**config.mk**
```make
export PLATFORM = sky130hd
export DESIGN_NAME = branch_resolver_flat
export DESIGN_NICKNAME = d
export VERILOG_FILES = /design/src/rtl/branch_resolver_if.sv /design/src/rtl/branch_resolver.sv /design/src/flat_wrapper.sv
export SDC_FILE = /design/constraint.sdc
export NUM_CORES = 1
export LEC_CHECK = 0
export ABC_CLOCK_PERIOD_IN_PS = 2700
export CORE_ASPECT_RATIO = 1.4
export CORE_MARGIN = 2
export CORE_UTILIZATION = 50
export CTS_CLUSTER_SIZE = 24
export DETAILED_ROUTE_END_ITERATION = 16
export PLACE_DENSITY_LB_ADDON = 0.25
export SETUP_SLACK_MARGIN = 0.15
export SLEW_MARGIN = 20
export SYNTH_ARGS = -nofsm -noshare
export SYNTH_HDL_FRONTEND = slang
export SYNTH_SLANG_ARGS = --single-unit
```
**constraint.sdc**
```tcl
create_clock -name clk -period 2.7 [get_ports clk]
set_input_delay 0.54 -clock clk [delete_from_list [all_inputs] [get_ports clk]]
set_output_delay 0.54 -clock clk [all_outputs]
set_load 0.05 [all_outputs]
```
**src/rtl/branch_resolver_if.sv**
```systemverilog
// Decode/ALU/fetch-facing signal bundle for branch_resolver.
// Handshakes: a transfer happens on a posedge where valid && ready; valid is held and its payload stays stable until then.
interface branch_resolver_if #(
  parameter int CNT_W = 16
);
  logic             in_valid;
  logic             in_ready;
  logic [3:0]       in_cond;
  logic [15:0]      in_pc;
  logic [15:0]      in_off;
  logic [3:0]       flags;
  logic             flags_wr;
  logic             resolve_valid;
  logic             resolve_taken;
  logic             flush;
  logic             redirect_valid;
  logic             redirect_ready;
  logic [15:0]      redirect_pc;
  logic [CNT_W-1:0] br_count;
  logic [CNT_W-1:0] taken_count;

  modport master (
    output in_valid, in_cond, in_pc, in_off, flags, flags_wr, redirect_ready,
    input  in_ready, resolve_valid, resolve_taken, flush, redirect_valid,
           redirect_pc, br_count, taken_count
  );

  modport slave (
    input  in_valid, in_cond, in_pc, in_off, flags, flags_wr, redirect_ready,
    output in_ready, resolve_valid, resolve_taken, flush, redirect_valid,
           redirect_pc, br_count, taken_count
  );
endinterface

```
**src/rtl/branch_resolver.sv**
```systemverilog
// Resolves one conditional branch at a time once ALU flags have settled, then
// reports the outcome, issues a held redirect on taken, and keeps saturating counters.
module branch_resolver #(
  parameter int FLAG_LAT = 1,
  parameter int CNT_W    = 16
) (
  input  logic              clk,
  input  logic              rst,
  branch_resolver_if.slave  bus,
  output logic [1:0]        state_o
);
  localparam int PW = (FLAG_LAT > 1) ? $clog2(FLAG_LAT) : 1;
  localparam logic [PW-1:0] PEND_RELOAD = PW'(FLAG_LAT - 1);

  typedef enum logic [1:0] {
    IDLE  = 2'd0,
    EVAL  = 2'd1,
    REDIR = 2'd2
  } state_e;

  state_e           state_q;
  logic [PW-1:0]    pend_q;
  logic [3:0]       cond_q;
  logic [15:0]      target_q;
  logic             in_ready_q;
  logic             resolve_valid_q;
  logic             resolve_taken_q;
  logic             flush_q;
  logic             redirect_valid_q;
  logic [15:0]      redirect_pc_q;
  logic [CNT_W-1:0] br_count_q;
  logic [CNT_W-1:0] taken_count_q;

  logic settled;
  logic taken;
  logic f_o, f_s, f_z, f_c;

  always_comb begin
    settled = (pend_q == '0) && !bus.flags_wr;
    {f_o, f_s, f_z, f_c} = bus.flags;
    taken = 1'b0;
    case (cond_q)
      4'd0:    taken = 1'b1;
      4'd1:    taken = f_z;
      4'd2:    taken = !f_z;
      4'd3:    taken = f_s;
      4'd4:    taken = !f_s;
      4'd5:    taken = f_c;
      4'd6:    taken = !f_c;
      4'd7:    taken = f_o;
      4'd8:    taken = !f_o;
      4'd9:    taken = !f_z && (f_s == f_o);
      4'd10:   taken = (f_s == f_o);
      4'd11:   taken = (f_s != f_o);
      4'd12:   taken = f_z || (f_s != f_o);
      4'd13:   taken = f_c;
      4'd14:   taken = !f_c && !f_z;
      default: taken = 1'b0;
    endcase
  end

  always_ff @(posedge clk or posedge rst) begin
    if (rst) begin
      state_q          <= IDLE;
      pend_q           <= '0;
      cond_q           <= '0;
      target_q         <= '0;
      in_ready_q       <= 1'b1;
      resolve_valid_q  <= 1'b0;
      resolve_taken_q  <= 1'b0;
      flush_q          <= 1'b0;
      redirect_valid_q <= 1'b0;
      redirect_pc_q    <= '0;
      br_count_q       <= '0;
      taken_count_q    <= '0;
    end else begin
      resolve_valid_q <= 1'b0;
      flush_q         <= 1'b0;

      if (bus.flags_wr)
        pend_q <= PEND_RELOAD;
      else if (pend_q != '0)
        pend_q <= pend_q - PW'(1);

      case (state_q)
        IDLE: begin
          // After a not-taken resolve, in_ready stays low for the resolve cycle.
          if (!in_ready_q) begin
            in_ready_q <= 1'b1;
          end else if (bus.in_valid) begin
            cond_q     <= bus.in_cond;
            target_q   <= bus.in_pc + bus.in_off;
            in_ready_q <= 1'b0;
            state_q    <= EVAL;
          end
        end
        EVAL: begin
          if (settled) begin
            resolve_valid_q <= 1'b1;
            resolve_taken_q <= taken;
            if (br_count_q != '1)
              br_count_q <= br_count_q + CNT_W'(1);
            if (taken && (taken_count_q != '1))
              taken_count_q <= taken_count_q + CNT_W'(1);
            if (taken) begin
              flush_q          <= 1'b1;
              redirect_valid_q <= 1'b1;
              redirect_pc_q    <= target_q;
              state_q          <= REDIR;
            end else begin
              state_q <= IDLE;
            end
          end
        end
        REDIR: begin
          if (bus.redirect_ready) begin
            redirect_valid_q <= 1'b0;
            in_ready_q       <= 1'b1;
            state_q          <= IDLE;
          end
        end
        default: state_q <= IDLE;
      endcase
    end
  end

  assign bus.in_ready       = in_ready_q;
  assign bus.resolve_valid  = resolve_valid_q;
  assign bus.resolve_taken  = resolve_taken_q;
  assign bus.flush          = flush_q;
  assign bus.redirect_valid = redirect_valid_q;
  assign bus.redirect_pc    = redirect_pc_q;
  assign bus.br_count       = br_count_q;
  assign bus.taken_count    = taken_count_q;
  assign state_o            = state_q;
endmodule
```
**src/flat_wrapper.sv**
```systemverilog
// flat-port wrapper written by rule: the top's interface ports become plain ports
module branch_resolver_flat 
#(
  parameter int FLAG_LAT = 1,
  parameter int CNT_W    = 16
)
  (clk, rst, state_o, bus_in_valid, bus_in_cond, bus_in_pc, bus_in_off, bus_flags, bus_flags_wr, bus_redirect_ready, bus_in_ready, bus_resolve_valid, bus_resolve_taken, bus_flush, bus_redirect_valid, bus_redirect_pc, bus_br_count, bus_taken_count);
  branch_resolver_if #(.CNT_W(CNT_W)) bus_i ();
  input  logic clk;
  input  logic rst;
  output logic [1:0] state_o;
  input wire logic [$bits(bus_i.in_valid)-1:0] bus_in_valid;
  input wire logic [$bits(bus_i.in_cond)-1:0] bus_in_cond;
  input wire logic [$bits(bus_i.in_pc)-1:0] bus_in_pc;
  input wire logic [$bits(bus_i.in_off)-1:0] bus_in_off;
  input wire logic [$bits(bus_i.flags)-1:0] bus_flags;
  input wire logic [$bits(bus_i.flags_wr)-1:0] bus_flags_wr;
  input wire logic [$bits(bus_i.redirect_ready)-1:0] bus_redirect_ready;
  output wire logic [$bits(bus_i.in_ready)-1:0] bus_in_ready;
  output wire logic [$bits(bus_i.resolve_valid)-1:0] bus_resolve_valid;
  output wire logic [$bits(bus_i.resolve_taken)-1:0] bus_resolve_taken;
  output wire logic [$bits(bus_i.flush)-1:0] bus_flush;
  output wire logic [$bits(bus_i.redirect_valid)-1:0] bus_redirect_valid;
  output wire logic [$bits(bus_i.redirect_pc)-1:0] bus_redirect_pc;
  output wire logic [$bits(bus_i.br_count)-1:0] bus_br_count;
  output wire logic [$bits(bus_i.taken_count)-1:0] bus_taken_count;
  assign bus_i.in_valid = bus_in_valid;
  assign bus_i.in_cond = bus_in_cond;
  assign bus_i.in_pc = bus_in_pc;
  assign bus_i.in_off = bus_in_off;
  assign bus_i.flags = bus_flags;
  assign bus_i.flags_wr = bus_flags_wr;
  assign bus_i.redirect_ready = bus_redirect_ready;
  assign bus_in_ready = bus_i.in_ready;
  assign bus_resolve_valid = bus_i.resolve_valid;
  assign bus_resolve_taken = bus_i.resolve_taken;
  assign bus_flush = bus_i.flush;
  assign bus_redirect_valid = bus_i.redirect_valid;
  assign bus_redirect_pc = bus_i.redirect_pc;
  assign bus_br_count = bus_i.br_count;
  assign bus_taken_count = bus_i.taken_count;
  branch_resolver #(.FLAG_LAT(FLAG_LAT), .CNT_W(CNT_W)) u_core (.clk(clk), .rst(rst), .bus(bus_i), .state_o(state_o));
endmodule
```
Fig. 1: run 1, M2 wires
Scale: 3 px per um.
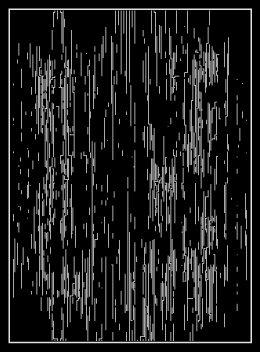
- main direction: vertical
- longest straight run: 54.4 um
- wire length on this layer: 4410 um
- share of all routed wire: 52%
- nets with wire on the layer: 503

Fig. 2: run 1, close-up of the layout
Region (28, 43) to (53, 68) um. Cells in grey, sequential cells in the stronger grey; small squares are vias.
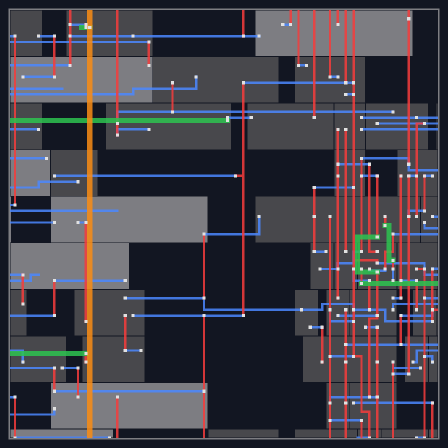
- M2: red
- M4: orange
- M3: green
- M1: blue
- cells with their middle in the window: 31
- sequential cells in the window: 5
- netlist names of flops here include: `u_core.bus.redirect_pc` (3), `u_core.cond_q` (2)
- most frequent: dfrtp_1 (5), inv_1 (3)

==> summary.txt, run 1 <==
Synthesis and PnR results.

- The flow ran to the end, and the final reports show no timing, DRC or antenna violations.
- The first global-routing pass estimated 14700 um of wire.
- The clock transition at the registers of the reported paths is 70 ps.
- The final weighted congestion in routability-driven placement reads 0.756.
- Entering global routing, the biggest net connects 76 pins.
- STA lists the maximum fanout along the critical path as 3.
- The layout net count is 555.
- CTS added clock buffers totalling 9.
- The routed design could run at a clock period as short as 2460 ps.
- The worst setup path is captured at a flop.
- The detailed-router iteration count before antenna repair is 4.
- The part of the total power dissipated in combinational logic is 46.4%.
- Per the CTS log, the maximum H-tree level is 3.
- The floorplan step defined a core boundary enclosing 7800 sq um.
- The placement report lists the number of port buffers as 99.
- The actual slew at the worst max-slew pin is 513 ps.
- The count of endpoints failing hold in the final timing report reads 0.
- Before placement the cells fill 52.1% of the core.
- The average routed wire per standard cell reads 14.1 um.
- Looking at the setup timing report, the critical path kind is primary input to flop.
- The post-synthesis cell type with the largest combined area is sky130_fd_sc_hd__dfrtp_1.
- The number of diodes added for antenna fixing is 0.
- The cell-internal power reads 3.30 mW.
- The most instantiated logic cell after routing reads sky130_fd_sc_hd__clkdlybuf4s50_1.
- The post-route clock period utilization reads 91.0%.
- The sequential cell fraction of total power is 33.4%.
- Setup repair after global routing left no endpoint under its margin.
- Per the post-synthesis report, the nets total 439.
- The via count of the first global-routing pass is 3322.
- Setup slack closes at 244 ps.
- The violation tally from detailed-route iteration zero reads 117.
- The total cell area reported by yosys after synthesis reads 4060 sq um.
- Per the OpenROAD power report, switching power amounts to 2.18 mW.
- The most common logic cells in the final layout are sky130_fd_sc_hd__clkdlybuf4s50_1 (99), sky130_fd_sc_hd__dfrtp_1 (74), sky130_fd_sc_hd__nand2_1 (39), sky130_fd_sc_hd__xnor2_1 (31), sky130_fd_sc_hd__o21ai_0 (22).
- Warnings raised by the tools during the run amount to 26.
Fig. 3: run 1, routing congestion map
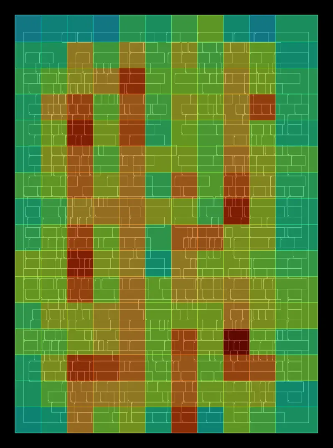
fraction of met1 tracks used by global routing: 24.7%
met3 track utilization from global routing: 4.90%
global router's overall resource usage: 20.8%
most crowded layer after global routing: met2
met2 demand-to-capacity share in global routing: 35.4%

Fig. 4: run 1, register map, names as in the netlist
Scale: 3 px per um. Other sequential cells in the stronger grey, the rest of the logic in the fainter grey.
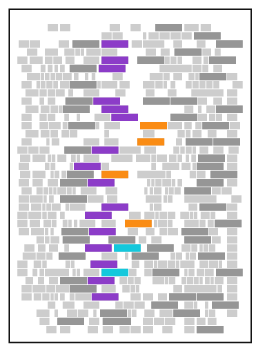
- `u_core.bus.redirect_pc`: purple (sequential cells 16)
- `u_core.state_o`: cyan (sequential cells 2)
- `u_core.cond_q`: orange (sequential cells 4; where middle)
- not coloured: 53
sequential-cell power consumption: 1.83 mW
end-of-flow core utilization: 70.9%
sequential cell area share: 34.0%
FF/Latch Area: 1880 sq um

==> run 1: state kept, by name, indices dropped and copies added, names as in the netlist, 2 cells and up <==
name,count
u_core.bus.br_count,16
u_core.bus.redirect_pc,16
u_core.bus.taken_count,16
u_core.cond_q,4
u_core.state_o,2
u_core.target_q,16
==> run 1: final timing paths <==
kind | start | endpoint | slack [ps] | depth (start not counted)
min in group asynchronous | rst | u_core.bus.taken_count[2] | 590 | 3
worst max-delay path | bus_in_off[0] | u_core.target_q[14] | 240 | 10
max in group asynchronous | rst | u_core.bus.in_ready | 1780 | 3
worst min register to register | u_core.target_q[8] | u_core.target_q[8] | 480 | 2
worst min-delay path | u_core.target_q[8] | u_core.target_q[8] | 480 | 2
worst max register to register | u_core.cond_q[0] | u_core.bus.redirect_pc[0] | 550 | 7
==> run 1: layout make-up <==
type | instances | area, sq um | share of cell area [%]
Inverter | 11 | 41.3 | 0.747
Timing Repair Buffer | 118 | 1170 | 21.2
Sequential cell | 75 | 1880 | 34.0
Clock inverter | 5 | 125 | 2.26
Clock buffer | 11 | 131 | 2.38
Tap cell | 100 | 125 | 2.26
Multi-Input combinational cell | 277 | 2050 | 37.2
==> run 1: critical path, stage by stage <==
cell,delay [ps]
sky130_fd_sc_hd__clkdlybuf4s50_1,410
sky130_fd_sc_hd__ha_1,220
sky130_fd_sc_hd__inv_1,80
sky130_fd_sc_hd__fa_2,200
sky130_fd_sc_hd__nor2b_1,50
sky130_fd_sc_hd__o31a_1,270
sky130_fd_sc_hd__o211a_1,270
sky130_fd_sc_hd__o2111a_1,260
sky130_fd_sc_hd__o21a_1,190
sky130_fd_sc_hd__o31ai_1,220
==> run 1: routing by layer <==
metal	track usage (%)	up-vias	routed length (um)
met1	24.7	1545	3450
met5	0	-	0
met4	8.70	0	197
met3	4.90	14	364
met2	35.4	94	4410
li1	-	1565	-
==> run 1: kinds of logic after synthesis <==
logic type	synth area share, %
AND/OR/NAND/NOR	15.4
AND-OR/OR-AND	11.9
buffers and inverters	3.17
flip-flops	46.3
multiplexers	7.86
adder cells (fa/ha/maj)	5.73
XOR/XNOR	9.71
==> run 1: per-stage QoR <==
step / cells / total power, mW / hold WS (ps) / TNS (ps) / util [%]
2_1_floorplan: 376 / 3.60 / 449 / 0 / -
3_3_place_gp: 581 / 4.34 / 461 / -60.1 / 67.6
3_5_place_dp: 581 / 4.41 / 472 / -554 / 67.6
4_1_cts: 597 / 5.53 / 488 / 0 / 70.8
5_1_grt: 597 / 5.80 / 517 / 0 / 70.9
6_report: 597 / 5.48 / 483 / 0 / 70.9
==> run 1: power by group through the flow <==
stage | Clock (mW) | Combinational (mW) | Sequential, mW
2_1_floorplan | 0 | 1.09 | 2.51
3_3_place_gp | 0 | 2.51 | 1.83
4_1_cts | 1.13 | 2.57 | 1.83
3_5_place_dp | 0 | 2.56 | 1.85
5_1_grt | 1.18 | 2.73 | 1.89
6_report | 1.11 | 2.54 | 1.83
==> run 1: timing repair <==
action,4_1_cts,5_1_grt
buffers inserted,0,0
endpoints found under the hold margin,0,0
hold buffers,0,0
resized,0,1
endpoints found under the setup margin,0,1
## Run 2: what changed since run 1
GPL_ROUTABILITY_DRIVEN = 0   (was default)
Fig. 5: run 2, close-up of the layout
Region (28, 43) to (53, 68) um. Cells in grey, sequential cells in the stronger grey; small squares are vias.
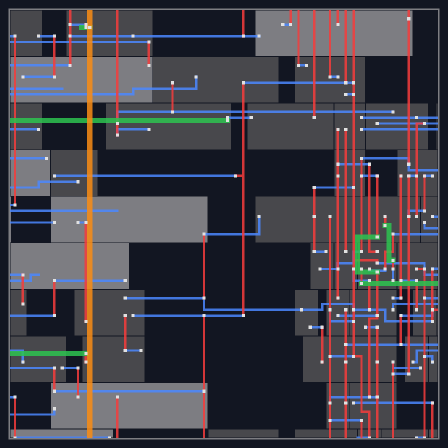
- M1: blue
- M4: orange
- M2: red
- M3: green
- cells with their middle in the window: 31
- most frequent: dfrtp_1 (5), inv_1 (3)
- netlist names of flops here include: `u_core.bus.redirect_pc` (3), `u_core.cond_q` (2)
- sequential cells in the window: 5

==> summary.txt, run 2 <==
Synthesis and PnR results.

- Outcome: finished clean (unchanged).
- The fraction of registers with async set or reset after synthesis reads 100% (unchanged).
- The average routed wire per standard cell came to 14.1 um (unchanged).
- The starting utilization of the core area reads 52.1% (unchanged).
- The net count after synthesis reads 439 (unchanged).
- The static leakage is 2.45 nW (unchanged).
- The number of buffers inserted during clock tree synthesis was 9 (unchanged).
- The via density per instance is 5.39 (unchanged).
- The per-instance average area after synthesis is 10.8 sq um (unchanged).
- The placed wire-length estimate was 6310 um (unchanged).
- The via count of the first global-routing pass is 3322 (unchanged).
- The dominant cell by count in the synthesized netlist is sky130_fd_sc_hd__dfrtp_1 (unchanged).
- The most instantiated logic cell after routing was sky130_fd_sc_hd__clkdlybuf4s50_1 (unchanged).
- The cell total after placement was 581 (unchanged).
- The global-route wire length before repair reads 14700 um (unchanged).
- The share of cells above drive strength 1 reads 13.3% (unchanged).
- The post-synthesis cell type with the largest combined area reads sky130_fd_sc_hd__dfrtp_1 (unchanged).
- The kind of critical path reads primary input to flop (unchanged).
- The placed instance area is 5270 sq um (unchanged).
- The number of levels the H-tree was split into was 3 (unchanged).
- The final cell area excluding filler cells was 5530 sq um (unchanged).
- The total cell area reported by yosys after synthesis reads 4060 sq um (unchanged).
- The instance tally after logic synthesis reads 376 (unchanged).
- The post-synthesis instance area came to 4060 sq um (unchanged).
- The number of synthesized flops with an enable pin is 0 (unchanged).
- The kind of start point of the critical path reads a primary input (unchanged).
- The number of diodes added for antenna fixing was 0 (unchanged).
- The hold buffer count at cts came to 0 (unchanged).
- The final worst hold slack is 483 ps (unchanged).
- The number of inserted filler cells in the final layout is 609 (unchanged).
- The most used flip-flop cell after synthesis was sky130_fd_sc_hd__dfrtp_1 (unchanged).
- The post-route clock period utilization was 91.0% (unchanged).
- The detailed-router iteration count before antenna repair is 4 (unchanged).
- The distinct cell type count of the synthesized netlist is 52 (unchanged).
- The largest driver fanout on the critical path reads 3 (unchanged).
- Most used standard cells in the synthesized netlist: sky130_fd_sc_hd__dfrtp_1 (74), sky130_fd_sc_hd__nand2_1 (39), sky130_fd_sc_hd__xnor2_1 (31) (unchanged).
- The port buffer count is 99 (unchanged).
- The number of resized instances in the post-cts repair step was 0 (unchanged).
- The critical path arrival reads 2710 ps (about the same).
- The detailed-route DRC error count reads 0 (unchanged).
- The number of warnings reported in the yosys synthesis log is 0 (unchanged).
- The number of slew-limit violations in the final report is 0 (unchanged).
- The actual slew at the worst max-slew pin reads 513 ps (unchanged).
- The maximum clock frequency is 407 MHz (unchanged).
- The die boundary width is 80.1 um (unchanged).
- The number of synthesized register bits was 75 (unchanged).
- The post-CTS repair timing setup buffer count is 0 (unchanged).
- Biggest area cells: sky130_fd_sc_hd__dfrtp_1 (46%), sky130_fd_sc_hd__xnor2_1 (6.7%), sky130_fd_sc_hd__mux2_4 (5.9%) (unchanged).
- The maximum VDD drop came to 0.000559 V (unchanged).
- The count of endpoints failing hold in the final timing report reads 0 (unchanged).
- The cell count listed in synth_stat.txt is 376 (unchanged).
- The overall power is 5.48 mW (unchanged).
- The maximum number of pins on one net before global-route repair came to 76 (unchanged).
- The placeable core region is 7800 sq um (unchanged).
- The all-layer global routing usage was 20.8% (unchanged).
- The number of non-filler instances in the completed layout is 597 (unchanged).
- The sink count of the clock tree is 75 (unchanged).
- The clock transition at the registers of the reported paths is 70 ps (about the same).
- The post-layout minimum cycle time is 2460 ps (unchanged).
- The detailed-route via count reads 3218 (unchanged).
- The number of maximum-capacitance violations came to 0 (unchanged).
- Top Layout Cells: sky130_fd_sc_hd__clkdlybuf4s50_1 (99), sky130_fd_sc_hd__dfrtp_1 (74), sky130_fd_sc_hd__nand2_1 (39), sky130_fd_sc_hd__xnor2_1 (31), sky130_fd_sc_hd__o21ai_0 (22) (unchanged).
- The row count reads 38 (unchanged).
- The tally of OpenROAD warnings was 26 (unchanged).
- The clock latency at the later pin of the worst-skew pair is 350 ps (about the same).
- The layout net count is 555 (unchanged).
- The total congestion overflow reads 0 (unchanged).
- The area used by multi-input combinational logic was 2050 sq um (unchanged).
- The total wire length is 8420 um (unchanged).
- The violation tally from detailed-route iteration zero reads 117 (unchanged).
- The sequential cell area in the final layout reads 1880 sq um (unchanged).
- RSZ-0062 raised after global routing: false (unchanged).
- The initial antenna violation count reads 0 (unchanged).
- The CTS tree is done (unchanged).
- The kind of capture point of the worst setup path reads a flop (unchanged).
[run 2: path summary, 6_finish.rpt]
check	start	endpoint	slack, ps	depth (start not counted)
worst max-delay path	bus_in_off[0]	u_core.target_q[14]	240	10
worst min-delay path	u_core.target_q[8]	u_core.target_q[8]	480	2
worst max register to register	u_core.cond_q[0]	u_core.bus.redirect_pc[0]	550	7
worst min register to register	u_core.target_q[8]	u_core.target_q[8]	480	2
max in group asynchronous	rst	u_core.bus.in_ready	1780	3
min in group asynchronous	rst	u_core.bus.taken_count[2]	590	3
[run 2: power by group]
part	switching, mW	internal [mW]
clock	0.400	0.707
sequential	0.332	1.50
combinational	1.45	1.09
[run 2: cell families (layout without fill, tap and decap cells)]
kind of cell	after synthesis	after routing	synth area share, %
simple gates	122	122	15.4
flops	75	75	46.3
compound gates	69	69	11.9
xor+xnor	45	45	9.71
buf+inv	24	145	3.17
mux	23	23	7.86
fa+ha+maj	18	18	5.73
[run 2: critical path, cell delays in order]
cell and delay, ps:
sky130_fd_sc_hd__clkdlybuf4s50_1 410, sky130_fd_sc_hd__ha_1 220, sky130_fd_sc_hd__inv_1 80, sky130_fd_sc_hd__fa_2 200, sky130_fd_sc_hd__nor2b_1 50, sky130_fd_sc_hd__o31a_1 270, sky130_fd_sc_hd__o211a_1 270, sky130_fd_sc_hd__o2111a_1 260
sky130_fd_sc_hd__o21a_1 190, sky130_fd_sc_hd__o31ai_1 220
[run 2: layout make-up]
class / count / share of cell area, %
timing repair buffer: 118 / 21.2
tap: 100 / 2.26
multi-input combinational: 277 / 37.2
inverter: 11 / 0.747
clock inverter: 5 / 2.26
clock buffer: 11 / 2.38
sequential: 75 / 34.0
[run 2: metal layers]
layer / part of all wire (%) / vias up / GRT usage [%] / routed length, um
li1: - / 1565 / - / -
met1: 41 / 1545 / 24.7 / 3450
met2: 52 / 94 / 35.4 / 4410
met3: 4.3 / 14 / 4.90 / 364
met4: 2.3 / 0 / 8.70 / 197
met5: 0 / - / 0 / 0
[run 2: metrics by stage]
step	worst slack [ps]	util, %	setup TNS (ps)
floorplan	252	-	0
global placement	-55.2	67.6	-60.1
detailed placement	-109	67.6	-554
CTS	259	70.8	0
global route	155	70.9	0
finish	244	70.9	0
Fig. 6: run 2, routing congestion map
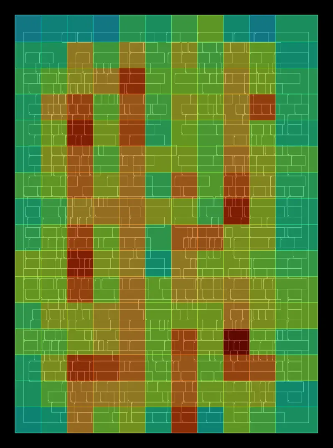

## Run 3: what changed since run 2
CAP_MARGIN = 20   (was default)
CORE_ASPECT_RATIO = 0.75   (was 1.4)
Fig. 7: run 3, routing congestion map
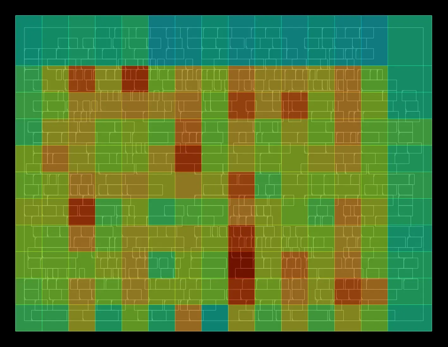
global router's overall resource usage: 19.7%
fraction of met1 tracks used by global routing: 27.2%

==> summary.txt, run 3 <==
Synthesis and PnR results.

- The clock transition at the registers of the reported paths reads 80 ps (was 70 ps).
- The starting utilization of the core area is 51.5% (was 52.1%).
- Outcome: finished clean (unchanged).
- The sequential cell fraction of total power is 35.9% (was 33.4%).
- The worst-path cell with the longest stage delay reads sky130_fd_sc_hd__clkdlybuf4s50_1 (unchanged).
- The count of endpoints failing hold in the final timing report reads 0 (unchanged).
- The net count after synthesis reads 439 (unchanged).
- The fraction of registers with async set or reset after synthesis is 100% (unchanged).
- The die boundary width is 108 um (was 80.1 um).
- The buffers plus inverters on the worst setup path is 2 (unchanged).
- The cell total after placement reads 584 (was 581).
- The number of slew-limit violations in the final report is 0 (unchanged).
- Most used standard cells in the synthesized netlist: sky130_fd_sc_hd__dfrtp_1 (74), sky130_fd_sc_hd__nand2_1 (39), sky130_fd_sc_hd__xnor2_1 (31) (unchanged).
- The overall power was 5.13 mW (was 5.48 mW).
- The number of levels the H-tree was split into came to 3 (unchanged).
- The relative contribution of the clock network to total power is 14.5% (was 20.2%).
- The post-synthesis cell type with the largest combined area is sky130_fd_sc_hd__dfrtp_1 (unchanged).
- The static leakage reads 2.39 nW (was 2.45 nW).
- Top Layout Cells: sky130_fd_sc_hd__clkdlybuf4s50_1 (99), sky130_fd_sc_hd__dfrtp_1 (74), sky130_fd_sc_hd__nand2_1 (39), sky130_fd_sc_hd__xnor2_1 (31), sky130_fd_sc_hd__o21ai_0 (22) (unchanged).
- The sink count of the clock tree came to 75 (unchanged).
- The fraction of the core area covered by cells at the end of the flow is 68.9% (was 70.9%).
- The share of cells above drive strength 1 is 13.2% (was 13.3%).
- The critical path arrival is 2720 ps (was 2710 ps).
- The placed wire-length estimate was 6320 um (was 6310 um).
- The port buffer count reads 99 (unchanged).
- Crit path cell chain: clkdlybuf4s50_1 -> ha_1 -> inv_1 -> fa_2 -> nor2b_1 -> o31a_1 -> o211a_1 -> o2111a_1 -> o21a_1 -> o31ai_1 (unchanged).
- The number of synthesized flops with an enable pin is 0 (unchanged).
- The switching portion of total power is 42.6% (was 39.8%).
- The delay contributed by the slowest stage of the critical path is 400 ps (was 410 ps).
- The worst reg-to-reg setup slack reads 490 ps (was 550 ps).
- The number of maximum-capacitance violations reads 0 (unchanged).
- RSZ-0062 raised after global routing: false (unchanged).
- The dominant delay contributor by cell family on the critical path is AND-OR/OR-AND gates (unchanged).
- The violation tally from detailed-route iteration zero came to 127 (was 117).
- The instance tally after logic synthesis is 376 (unchanged).
- The total congestion overflow reads 0 (unchanged).
- The largest driver fanout on the critical path is 3 (unchanged).
- The part of the total power dissipated in combinational logic is 49.6% (was 46.4%).
- The detailed-route via count is 3178 (was 3218).
- The share of synthesized area spent on multiplexers reads 7.86% (unchanged).
- The total cell area reported by yosys after synthesis was 4060 sq um (unchanged).
- The simple-gate area share of the yosys netlist is 15.4% (unchanged).
- The average routed wire per standard cell is 14.1 um (about the same).
- The placeable core region is 7880 sq um (was 7800 sq um).
- The number of inserted filler cells in the final layout is 631 (was 609).
- Biggest area cells: sky130_fd_sc_hd__dfrtp_1 (46%), sky130_fd_sc_hd__xnor2_1 (6.7%), sky130_fd_sc_hd__mux2_4 (5.9%) (unchanged).
- The hold buffer count at cts reads 0 (unchanged).
- The global-route wire length before repair was 13700 um (was 14700 um).
- The maximum clock frequency was 404 MHz (was 407 MHz).
- The via count of the first global-routing pass is 2950 (was 3322).
- The tally of OpenROAD warnings reads 26 (unchanged).
- The post-route clock period utilization reads 91.6% (was 91.0%).
- The switching power total reads 2.18 mW (about the same).
- The CTS tree is done (unchanged).
- The total wire length is 8440 um (was 8420 um).
- The adder-cell area share of the yosys netlist was 5.73% (unchanged).
- The detailed-route DRC error count reads 0 (unchanged).
- The xor/xnor cell area share of the yosys netlist reads 9.71% (unchanged).
- The post-synthesis compound-gate area fraction is 11.9% (unchanged).
- The kind of critical path is primary input to flop (unchanged).
## run 3: cell counts after synthesis
No cell type changed its count.
## run 3: metal layers
metal | part of all wire, % | global-route usage, % | vias up
li1 | - | - | 1562
met2 | 46 | 30.6 | 84
met4 | 1.7 | 7.05 | 0
met5 | 0 | 0 | -
met3 | 5.0 | 4.76 | 14
met1 | 47 | 27.2 | 1518
## run 3: power groups by stage
stage / clock (mW) / combinational [mW] / sequential (mW)
floorplan: 0 / 1.09 / 2.51
global placement: 0 / 2.51 / 1.84
detailed placement: 0 / 2.56 / 1.85
CTS: 0.771 / 2.56 / 1.84
global route: 0.819 / 2.71 / 1.90
finish: 0.745 / 2.54 / 1.84
## run 3: final cells by class
type	count	area, sq um	share of cell area [%]
Sequential cell	75	1880	34.6
Tap cell	105	131	2.42
Inverter	11	41.3	0.761
Multi-Input combinational cell	277	2050	37.8
Clock buffer	10	138	2.54
Timing Repair Buffer	116	1160	21.3
Clock inverter	5	30.0	0.553
## run 3: final timing paths
path	start	end	cells after the start
worst max register to register	u_core.cond_q[0]	u_core.bus.redirect_pc[6]	7
worst max-delay path	bus_in_off[0]	u_core.target_q[14]	10
worst min register to register	u_core.target_q[8]	u_core.target_q[8]	2
min in group asynchronous	rst	u_core.bus.redirect_pc[14]	3
max in group asynchronous	rst	u_core.bus.in_ready	3
worst min-delay path	u_core.target_q[8]	u_core.target_q[8]	2
## run 3: worst register-to-register path, stage by stage, from the launching register on
cell and delay [ps]:
sky130_fd_sc_hd__dfrtp_1 510, sky130_fd_sc_hd__nand2_1 110, sky130_fd_sc_hd__xnor2_1 140, sky130_fd_sc_hd__o32a_1 390, sky130_fd_sc_hd__o311ai_4 240, sky130_fd_sc_hd__and2b_4 200, sky130_fd_sc_hd__buf_12 170, sky130_fd_sc_hd__mux2_4 320
## run 3: cells by family after synthesis
kind of cell    count (synthesis)
simple gates                  122
flops                          75
buf+inv                        24
mux                            23
xor+xnor                       45
fa+ha+maj                      18
compound gates                 69
## run 3: stage by stage
stage	area, sq um	setup TNS [ps]	setup WS (ps)	hold slack, ps
2_1_floorplan	4060	0	252	449
3_3_place_gp	5260	-83.1	-35.9	463
3_5_place_dp	5260	-1320	-109	470
4_1_cts	5430	0	255	487
5_1_grt	5430	0	152	516
6_report	5430	0	227	481
## run 3: repair_timing
| item | in CTS | in global routing |
|---|---|---|
| setup buffers | 0 | 0 |
| gates resized | 0 | 1 |
| setup endpoints to repair | 0 | 1 |
| hold endpoints to repair | 0 | 0 |
Power is estimated from default activity; no workload was simulated.
